File: config.mk
export PLATFORM = sky130hd
export DESIGN_NAME = mul_div_unit
export DESIGN_NICKNAME = d
export VERILOG_FILES = /design/src/rtl/mul_div_unit_pkg.sv /design/src/rtl/mul_div_unit_iter_core.sv /design/src/rtl/mul_div_unit.sv
export SDC_FILE = /design/constraint.sdc
export NUM_CORES = 1
export LEC_CHECK = 0
export CORE_ASPECT_RATIO = 2
export CORE_MARGIN = 3
export CORE_UTILIZATION = 40
export CTS_BUF_LIST = sky130_fd_sc_hd__clkbuf_4 sky130_fd_sc_hd__clkbuf_8
export CTS_CLUSTER_DIAMETER = 30
export DETAILED_ROUTE_END_ITERATION = 16
export GPL_TIMING_DRIVEN = 0
export PLACE_DENSITY_LB_ADDON = 0.05
export SYNTH_ARGS = -nofsm -noshare
export SYNTH_HDL_FRONTEND = slang
export SYNTH_HIERARCHICAL = 1
export SYNTH_SLANG_ARGS = --single-unit
File: constraint.sdc
create_clock -name clk -period 10.7 [get_ports clk]
set_clock_uncertainty 0.1 [all_clocks]
set_input_delay 3.21 -clock clk [delete_from_list [all_inputs] [get_ports clk]]
set_output_delay 3.21 -clock clk [all_outputs]
set_load 0.02 [all_outputs]
File: src/rtl/mul_div_unit_pkg.sv
// ---------------------------------------------------------------------------
// mul_div_unit_pkg
// Shared definitions for the RV32M multiply/divide unit:
//   - ALU operation codes (the M-extension group plus ADD, which the unit
//     must ignore),
//   - MDU state encodings,
//   - the iteration count and an opcode-group helper.
// ---------------------------------------------------------------------------
package mul_div_unit_pkg;

    localparam int MDU_XLEN        = 32;
    localparam int MDU_CALC_CYCLES = 32;

    // ALU operation codes. The M-extension codes are contiguous so that
    // membership in the MUL..REMU group is a simple range check.
    localparam logic [4:0] ALU_ADD    = 5'd0;
    localparam logic [4:0] ALU_MUL    = 5'd16;
    localparam logic [4:0] ALU_MULH   = 5'd17;
    localparam logic [4:0] ALU_MULHSU = 5'd18;
    localparam logic [4:0] ALU_MULHU  = 5'd19;
    localparam logic [4:0] ALU_DIV    = 5'd20;
    localparam logic [4:0] ALU_DIVU   = 5'd21;
    localparam logic [4:0] ALU_REM    = 5'd22;
    localparam logic [4:0] ALU_REMU   = 5'd23;

    typedef enum logic [1:0] {
        IDLE  = 2'd0,
        CALC  = 2'd1,
        FIXUP = 2'd2,
        DONE  = 2'd3
    } mdu_state_e;

    function automatic logic is_mdu_op(input logic [4:0] code);
        return (code >= ALU_MUL) && (code <= ALU_REMU);
    endfunction

endpackage

File: src/rtl/mul_div_unit_iter_core.sv
// ---------------------------------------------------------------------------
// mdu_iter_core
// Unsigned one-bit-per-cycle iteration engine shared by multiply and divide.
//   clk, reset     : clock, synchronous active-high reset
//   load           : load accumulator = {0, load_lo}, operand = load_operand,
//                    clear the iteration counter
//   step           : perform one iteration in the selected mode
//   mode_div       : 0 = shift-add multiply, 1 = restoring divide
//   load_lo        : multiplier (mul) or dividend (div) magnitude
//   load_operand   : multiplicand (mul) or divisor (div) magnitude
//   acc            : 64-bit accumulator; mul -> product,
//                    div -> {remainder, quotient}
//   last           : high while the final iteration is being stepped
// ---------------------------------------------------------------------------
module mdu_iter_core
    import mul_div_unit_pkg::*;
#(
    parameter int XLEN        = MDU_XLEN,
    parameter int CALC_CYCLES = MDU_CALC_CYCLES
) (
    input  logic              clk,
    input  logic              reset,
    input  logic              load,
    input  logic              step,
    input  logic              mode_div,
    input  logic [XLEN-1:0]   load_lo,
    input  logic [XLEN-1:0]   load_operand,
    output logic [2*XLEN-1:0] acc,
    output logic              last
);

    logic [2*XLEN-1:0] acc_q, acc_d;
    logic [XLEN-1:0]   operand_q;
    logic [5:0]        count_q;
    logic [XLEN:0]     mul_sum;
    logic [XLEN+1:0]   div_diff;

    // NOTE: every variable assigned here gets a value on every path, so no
    // latch is inferred; keep it that way when adding modes.
    always_comb begin
        // Multiply: conditionally add the multiplicand into the upper half,
        // then shift the 33-bit sum and the remaining multiplier bits right.
        mul_sum  = {1'b0, acc_q[2*XLEN-1:XLEN]}
                 + (acc_q[0] ? {1'b0, operand_q} : {(XLEN+1){1'b0}});
        // Divide: trial-subtract the divisor from the partial remainder as it
        // would be after the left shift (33 bits, as the top bit shifts out).
        div_diff = {1'b0, acc_q[2*XLEN-1:XLEN-1]} - {2'b00, operand_q};

        if (mode_div) begin
            if (div_diff[XLEN+1]) begin
                acc_d = {acc_q[2*XLEN-2:0], 1'b0};
            end else begin
                acc_d = {div_diff[XLEN-1:0], acc_q[XLEN-2:0], 1'b1};
            end
        end else begin
            acc_d = {mul_sum, acc_q[XLEN-1:1]};
        end
    end

    // NOTE: state registers use non-blocking assignments so every flop
    // samples the pre-edge values regardless of statement order.
    always_ff @(posedge clk) begin
        if (reset) begin
            acc_q     <= '0;
            operand_q <= '0;
            count_q   <= '0;
        end else if (load) begin
            acc_q     <= {{XLEN{1'b0}}, load_lo};
            operand_q <= load_operand;
            count_q   <= '0;
        end else if (step) begin
            acc_q     <= acc_d;
            count_q   <= count_q + 6'd1;
        end
    end

    assign acc  = acc_q;
    assign last = (count_q == 6'(CALC_CYCLES - 1));

endmodule

File: src/rtl/mul_div_unit.sv
// ---------------------------------------------------------------------------
// mul_div_unit
// Multi-cycle RV32M execution unit (MUL/MULH/MULHSU/MULHU/DIV/DIVU/REM/REMU)
// sitting in the E stage. It requests a pipeline stall while an operation is
// in flight and releases it in the cycle its result is valid.
//   clk       : clock, rising edge
//   reset     : synchronous active-high reset
//   start     : operation request, sampled at the rising edge
//   alucode   : operation code (mul_div_unit_pkg ALU_*)
//   op1, op2  : rs1 / rs2 values
//   stall_req : combinational; high on an accepted start or in CALC/FIXUP
//   busy      : registered; high in CALC or FIXUP
//   done      : registered one-cycle pulse, result valid
//   result    : registered result, held until the next FIXUP or reset
// ---------------------------------------------------------------------------
module mul_div_unit
    import mul_div_unit_pkg::*;
#(
    parameter int XLEN        = MDU_XLEN,
    parameter int CALC_CYCLES = MDU_CALC_CYCLES
) (
    input  logic            clk,
    input  logic            reset,
    input  logic            start,
    input  logic [4:0]      alucode,
    input  logic [XLEN-1:0] op1,
    input  logic [XLEN-1:0] op2,
    output logic            stall_req,
    output logic            busy,
    output logic            done,
    output logic [XLEN-1:0] result
);

    mdu_state_e        state_q, state_d;
    logic [4:0]        op_q;
    logic              neg_q;        // product/quotient needs negation
    logic              neg_rem_q;    // remainder takes a negative dividend's sign
    logic              early_q;      // result is early_res_q, skip iteration
    logic [XLEN-1:0]   early_res_q;
    logic [XLEN-1:0]   result_q, result_d;
    logic              busy_q, done_q;

    logic              accept;
    logic              a_signed, b_signed, a_neg, b_neg;
    logic              is_div, div_zero, overflow, early;
    logic [XLEN-1:0]   early_val, mag_a, mag_b;
    logic              step, core_last;
    logic [2*XLEN-1:0] acc, prod;
    logic [XLEN-1:0]   quot, rem, fix_val;

    // Reset has priority over a same-cycle start, so it never raises a stall.
    assign accept = start && !reset && is_mdu_op(alucode)
                 && ((state_q == IDLE) || (state_q == DONE));

    // Accept-time operand decode: signedness, magnitudes and early-out cases.
    always_comb begin
        a_signed  = (alucode == ALU_MULH) || (alucode == ALU_MULHSU)
                 || (alucode == ALU_DIV)  || (alucode == ALU_REM);
        b_signed  = (alucode == ALU_MULH) || (alucode == ALU_DIV)
                 || (alucode == ALU_REM);
        a_neg     = a_signed && op1[XLEN-1];
        b_neg     = b_signed && op2[XLEN-1];
        mag_a     = a_neg ? -op1 : op1;
        mag_b     = b_neg ? -op2 : op2;

        is_div    = (alucode == ALU_DIV) || (alucode == ALU_DIVU)
                 || (alucode == ALU_REM) || (alucode == ALU_REMU);
        div_zero  = is_div && (op2 == '0);
        overflow  = ((alucode == ALU_DIV) || (alucode == ALU_REM))
                 && (op1 == {1'b1, {(XLEN-1){1'b0}}}) && (op2 == '1);
        early     = div_zero || overflow;

        early_val = '0;
        if (div_zero) begin
            early_val = ((alucode == ALU_DIV) || (alucode == ALU_DIVU)) ? '1 : op1;
        end else if (overflow && (alucode == ALU_DIV)) begin
            early_val = {1'b1, {(XLEN-1){1'b0}}};
        end
    end

    mdu_iter_core #(
        .XLEN        (XLEN),
        .CALC_CYCLES (CALC_CYCLES)
    ) u_core (
        .clk          (clk),
        .reset        (reset),
        .load         (accept),
        .step         (step),
        .mode_div     (op_q >= ALU_DIV),
        .load_lo      (mag_a),
        .load_operand (mag_b),
        .acc          (acc),
        .last         (core_last)
    );

    // Sign correction and result selection, used in FIXUP.
    always_comb begin
        prod = neg_q ? -acc : acc;
        quot = neg_q ? -acc[XLEN-1:0] : acc[XLEN-1:0];
        rem  = neg_rem_q ? -acc[2*XLEN-1:XLEN] : acc[2*XLEN-1:XLEN];
        case (op_q)
            ALU_MUL:                          fix_val = prod[XLEN-1:0];
            ALU_MULH, ALU_MULHSU, ALU_MULHU:  fix_val = prod[2*XLEN-1:XLEN];
            ALU_DIV, ALU_DIVU:                fix_val = quot;
            default:                          fix_val = rem;
        endcase
    end

    // Next-state logic.
    always_comb begin
        state_d  = state_q;
        step     = 1'b0;
        result_d = result_q;
        case (state_q)
            IDLE, DONE: begin
                if (accept) begin
                    state_d = early ? FIXUP : CALC;
                end else begin
                    state_d = IDLE;
                end
            end
            CALC: begin
                step = 1'b1;
                if (core_last) begin
                    state_d = FIXUP;
                end
            end
            FIXUP: begin
                state_d  = DONE;
                result_d = early_q ? early_res_q : fix_val;
            end
            default: state_d = IDLE;
        endcase
    end

    always_ff @(posedge clk) begin
        if (reset) begin
            state_q     <= IDLE;
            op_q        <= '0;
            neg_q       <= 1'b0;
            neg_rem_q   <= 1'b0;
            early_q     <= 1'b0;
            early_res_q <= '0;
            result_q    <= '0;
            busy_q      <= 1'b0;
            done_q      <= 1'b0;
        end else begin
            state_q  <= state_d;
            result_q <= result_d;
            busy_q   <= (state_d == CALC) || (state_d == FIXUP);
            done_q   <= (state_d == DONE);
            if (accept) begin
                op_q        <= alucode;
                neg_q       <= a_neg ^ b_neg;
                neg_rem_q   <= a_neg;
                early_q     <= early;
                early_res_q <= early_val;
            end
        end
    end

    assign stall_req = accept || (state_q == CALC) || (state_q == FIXUP);
    assign busy      = busy_q;
    assign done      = done_q;
    assign result    = result_q;

endmodule

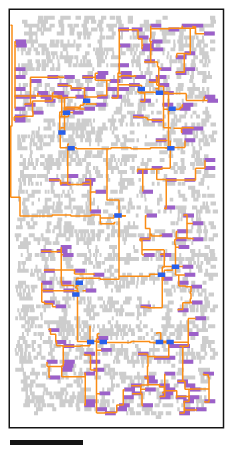
*Clock distribution*
Scale bar: 50 µm.
purple -> flip-flops  # count 178
orange -> clock wires  # length 2780 µm
blue -> clock-net drivers  # count 17
routed clock nets = 18
flops lie = spread over the die

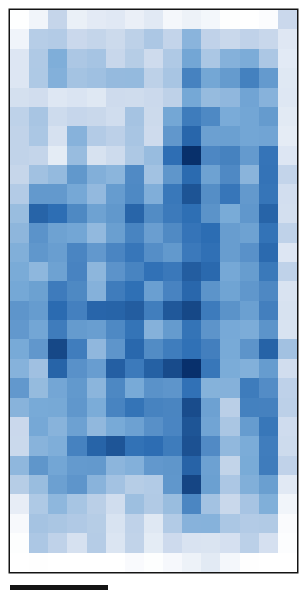
*Signal metal coverage by tile*
Scale bar: 50 µm. 15 x 29 tiles, from white (low) to dark blue (high), scaled to the fullest tile. Values are wire area over tile area, all layers added.
mean over tiles = 0.32
fullest tile = 0.70
tiles over half the peak = 47%
nearly empty tiles = 3.7%

==> run notes <==
Notes on the flow outputs.

- As reported, the later end of the worst-skew pair has a clock insertion delay of 540 ps.
- In this run the core area contains between 100 and 150 standard-cell rows.
- Looking at the global route congestion table, the highest-usage layer is met2.
- The number of well taps is 520.
- The worst VDD IR drop from the latest analysis is roughly 0.1 mV.
- The area share of the largest cell type after synthesis is 22.6%.
- The met1 wire length reads approximately 24 mm.
- The net count of the finished layout is 2412.
- The synthesized cell area reads approximately 16000 µm².
- The worst register-to-register path ends at u_core/acc[55].
- The tightest hold path in the finished design has a slack of approximately 370 ps.
- The worst setup path is captured at an output pin.
- The ratio of routed vias to standard cells reads between 6 and 7.
- The post-placement cell area reads around 17000 µm².
- The proportion of register bits with asynchronous set or reset after synthesis is 0%.
- Non-clock inverters in the final layout number between 70 and 80.
- The max-slew violation total from the final report reads 0.
- Looking at the setup timing report, the critical path kind is in2out.
- The area of the core reads 38800 µm².
- The number of iterations in the first detailed-routing pass reads 7.
- The largest family of logic cells by area reads AND-OR/OR-AND gates.
- The area reported by Yosys stat is ~16000 µm².
- The final period utilization reads 92.2%.
- STA classifies the critical path startpoint as a primary input.
- The multi-input combinational cell count is 1739.
- At the end of the flow the core is filled with cells to 46.2%.
- The number of violations reported at the end of detailed-routing iteration 0 is ~1200.
- The pre-CTS setup check shows a worst slack of slightly above 1000 ps.
- The total chip power reads roughly 1.7 mW.
- Synthesis produced a netlist with a net count of roughly 2300.
- The destination of the critical timing path is stall_req.
- Setup repair after global routing left no endpoint under its margin.
- The die outline width is 146 µm.
- The run finished with clean final reports.
- The share of final layout cell area taken by non-clock buffers reads 9.39%.
- Counting flops with a built-in enable in the synthesized netlist gives 0.
- The layout overhead on the synthesized area reads 13.7%.
- Per the OpenROAD power report, leakage power amounts to approximately 6.4 nW.
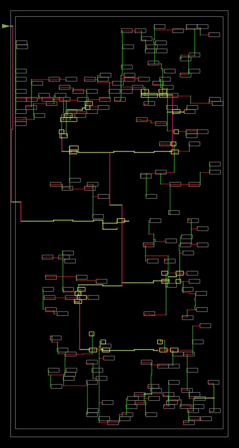
*Clock wiring as the flow saved it*
number of sinks driven by the clock tree: 178
clock distribution power: 0.532 mW

Power is estimated from default activity; no workload was simulated.
